==> images/logic_types.png <==
Scale: 4 px per micron.
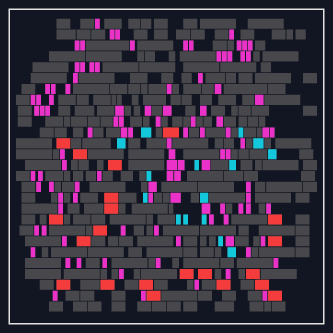
==> images/io_placement.png <==
Scale: 6 px per micron. Pins as bars across the die edge, other pins in gray.
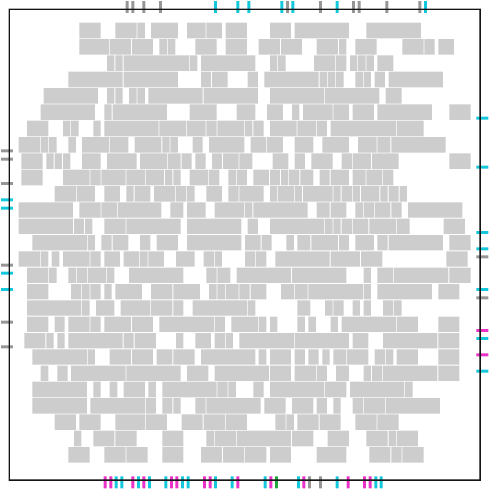
==> images/detail.png <==
Window x 27 to 52, y 11 to 36 microns. Cells in gray, sequential cells in the stronger gray; small squares are vias.
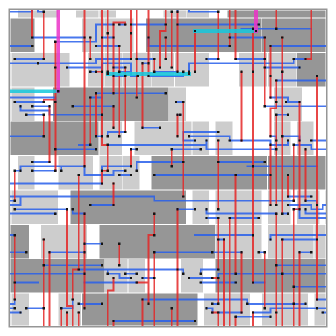
==> config.mk <==
export PLATFORM = sky130hd
export DESIGN_NAME = seq_shift_add_mult
export DESIGN_NICKNAME = d
export VERILOG_FILES = /design/src/rtl/mult_pkg.sv /design/src/rtl/MUX17BIT2_1.sv /design/src/rtl/seq_shift_add_mult.sv
export SDC_FILE = /design/constraint.sdc
export NUM_CORES = 1
export LEC_CHECK = 0
export CORE_UTILIZATION = 55
export DETAILED_ROUTE_END_ITERATION = 12
export PLACE_DENSITY = 0.86
export SETUP_SLACK_MARGIN = 0.5
export SYNTH_ARGS = -nofsm -noshare
export SYNTH_HDL_FRONTEND = slang
export SYNTH_SLANG_ARGS = --single-unit
==> constraint.sdc <==
create_clock -name clk -period 5.9 [get_ports clk]
set_clock_uncertainty 0.05 [all_clocks]
set_input_delay 0.59 -clock clk [delete_from_list [all_inputs] [get_ports clk]]
set_output_delay 0.59 -clock clk [all_outputs]
set_load 0.05 [all_outputs]
==> notes.md <==
Physical implementation status

The run finished with clean final reports. According to the floorplan report, the total die area is 6120 sq um. The slack of the worst reg-to-reg path stands at 3.05 ns.

The detailed-route wire length per cell stands at around 16 microns. The utilization of the core after routing stands at between 70% and 80%. The clock tree synthesis step divided the H-tree into 3 levels.

The number of gates given a new drive strength after cts stands at 0. The maximum frequency from static timing analysis stands at about 350 MHz. With fillers left out, the area of the finished cells amounts to slightly above 4000 sq um. The average instance area after synthesis stands at 9.24 sq um. The worst setup path is captured at a flop. The number of setup buffers added after CTS stands at 0. The synthesized netlist cell count stands at 346. The synthesized design contains 0 enable-type register cells.

The number of global-route vias before repair stands at 2843. TritonCTS built the clock tree. For this run, the post-layout net count is around 460. The maximum root-to-sink buffer count stands at 2.

The global placer's final weighted congestion stands at 0.933. The clock reaches the later pin of the worst-skew pair after approximately 0.35 ns. The report puts the hold buffer count at CTS at 0. The warning total across the stage logs stands at 26.

The first detailed-routing pass ran for 4 iterations. The count of cell types in the netlist stands at between 40 and 50. The number of antenna violations at the first check in global routing stands at 0. Setup repair after global routing left no endpoint under its margin. The number of antenna diodes in the final layout is 0. Endpoints with negative setup slack in the final report add up to 0. Clock-pin slew was measured on the worst setup and hold paths at approximately 0.070 ns. The post-synth register bit count is approximately 57. The clock drives between 50 and 60 sinks. The shortest period the worst path allows stands at 2.85 ns. In this run, CTS created clock tree buffers numbering 9.

The total congestion overflow stands at 0. Nets still carrying antenna violations after routing amount to 0. The peak fanout along the critical path stands at 29. The number of violations reported at the end of detailed-routing iteration 0 stands at between 200 and 250. The synthesized cell area stands at ~3200 sq um. The number of cells traversed by the worst register-to-register path stands at 5. For this design, Yosys synthesis ends with a cell count of ~350. Sequential elements use ~45% of the synthesized area. The power density over the cells stands at 695 nW/um^2. Summed over all routing layers, the global router reports a total usage of between 20% and 30%. The count of vias placed by the detailed router stands at 2778. Summing all placed instances gives a cell area of just under 4000 sq um. The final total negative setup slack stands at 0 ns. The fraction of the cycle the final worst path needs stands at about half. The area reported by Yosys stat stands at ~3200 sq um. In the final layout, the share of cells above drive strength 1 is approximately 7.5%. Synthesis produced a netlist with a net count of roughly 400. The critical path data required time stands at about 6.1 ns. The max-capacitance violation count stands at 0. In this run the top signal layer used is met4. Detailed placement ended at an HPWL of around 5.4 mm.

Row generation in the floorplan step produced 27 rows. The setup path with the least slack is of type reg2reg. The final-layout worst hold slack stands at between 0.3 and 0.4 ns. The number of I/O pins stands at a little under 70. The routed design shows a via density per instance of around 5.7. For this run, the leading register cell type out of synthesis is sky130_fd_sc_hd__dfrtp_1. The maximum number of pins on one net before global-route repair stands at ~58.

Checking hold timing, the worst path is listed with class in2async.
-- logic_types.png (at the start) --
- magenta: NAND gates (cells 106; where widely spread)
- red: multiplexers (cells 21)
- cyan: NOR gates (cells 15)
most common cell after layout, fill and taps aside: sky130_fd_sc_hd__nand2_1
post-route non-filler standard cell count: 486
Comb/total area: 40.5%

-- io_placement.png (at the start) --
- cyan: product (pins 32; direction output; edge 14 south, 7 east, 7 north, 4 west)
- magenta: multiplier (pins 16; direction input; edge 14 south, 2 east)
- green: done (pins 1; direction output; edge south)
die boundary width: 78.2 microns
die height: 78.2 microns
input/output buffers: 68

-- detail.png (at the start) --
- cyan: metal 3
- blue: metal 1
- magenta: metal 4
- red: metal 2
- most frequent: o21ai_0 (11), dfrtp_1 (11), nand2_1 (7)
- sequential cells in the window: 11
- cells with their middle in the window: 51

==> worst max-delay path: stages, from the launching register on <==
cell                      delay, ns
sky130_fd_sc_hd__dfrtp_1       0.95
sky130_fd_sc_hd__nor2b_1       0.68
sky130_fd_sc_hd__nor2_2        0.33
sky130_fd_sc_hd__buf_4         0.32
sky130_fd_sc_hd__a22oi_1       0.24
sky130_fd_sc_hd__o21ai_0       0.13
==> final cells by class <==
type / count / area, sq um
multi-input cells: 266 / 1660
fillers: 411 / 1430
flip-flops and latches: 57 / 1430
repair buffers: 71 / 698
clock buffers: 9 / 124
clock inverters: 7 / 95.1
well taps: 72 / 90.1
inverters: 4 / 15.0
==> per-stage QoR <==
stage               power, mW  cells  worst slack [ns]
floorplan                1.97    346              3.40
finish                   2.86    486              3.05
global placement         2.36    470              3.13
detailed placement       2.44    470              2.98
global route             3.05    486              2.80
CTS                      2.86    486              3.04
==> power breakdown <==
group          internal [mW]  switching (mW)
logic                  0.637            1.04
clock network          0.237           0.172
registers              0.577           0.198
==> synthesized netlist by cell type (all sizes together), types with 4 or more instances <==
cell type	count	area share (%)
clkbuf	6	0.70
nand4	5	0.98
nand3	10	1.6
xnor2	9	2.5
nor2	9	1.1
a21oi	12	2.3
mux2i	20	6.3
ha	18	7.0
inv	4	0.47
a21o	5	1.2
buf	13	2.1
a22oi	9	2.1
o21ai	45	7.3
nand2	87	10
dfrtp	57	45
==> cells in the final DEF (no fill, tap or decap), types with 3 or more instances in the layout <==
cell type / count
sky130_fd_sc_hd__nand2_1: 87
sky130_fd_sc_hd__clkdlybuf4s50_1: 67
sky130_fd_sc_hd__dfrtp_1: 57
sky130_fd_sc_hd__o21ai_0: 40
sky130_fd_sc_hd__mux2i_1: 20
sky130_fd_sc_hd__ha_1: 18
sky130_fd_sc_hd__a21oi_1: 10
sky130_fd_sc_hd__nand3_1: 10
sky130_fd_sc_hd__a22oi_1: 9
sky130_fd_sc_hd__xnor2_1: 9
sky130_fd_sc_hd__clkbuf_8: 9
sky130_fd_sc_hd__nor2_1: 8
sky130_fd_sc_hd__nand4_1: 5
sky130_fd_sc_hd__a21o_1: 5
sky130_fd_sc_hd__inv_1: 4
sky130_fd_sc_hd__nor2b_1: 3
sky130_fd_sc_hd__o211ai_1: 3
sky130_fd_sc_hd__o21ai_1: 3
sky130_fd_sc_hd__xor2_1: 3
sky130_fd_sc_hd__buf_4: 3
==> logic make-up after synthesis <==
group                      synth area share, %
and+or+nand+nor                           17.0
xor gates and xnor gates                  3.29
adders and majority gates                 7.67
muxes                                     6.62
DFF                                       44.6
AOI/OAI and AO/OA                         17.5
buffers and inverters                     3.29
==> layer usage <==
metal,vias up,GRT usage [%]
met2,76,47.0
met1,1343,35.6
met5,-,0
met3,22,4.77
li1,1337,-
met4,0,16.3
Power is estimated from default activity; no workload was simulated.
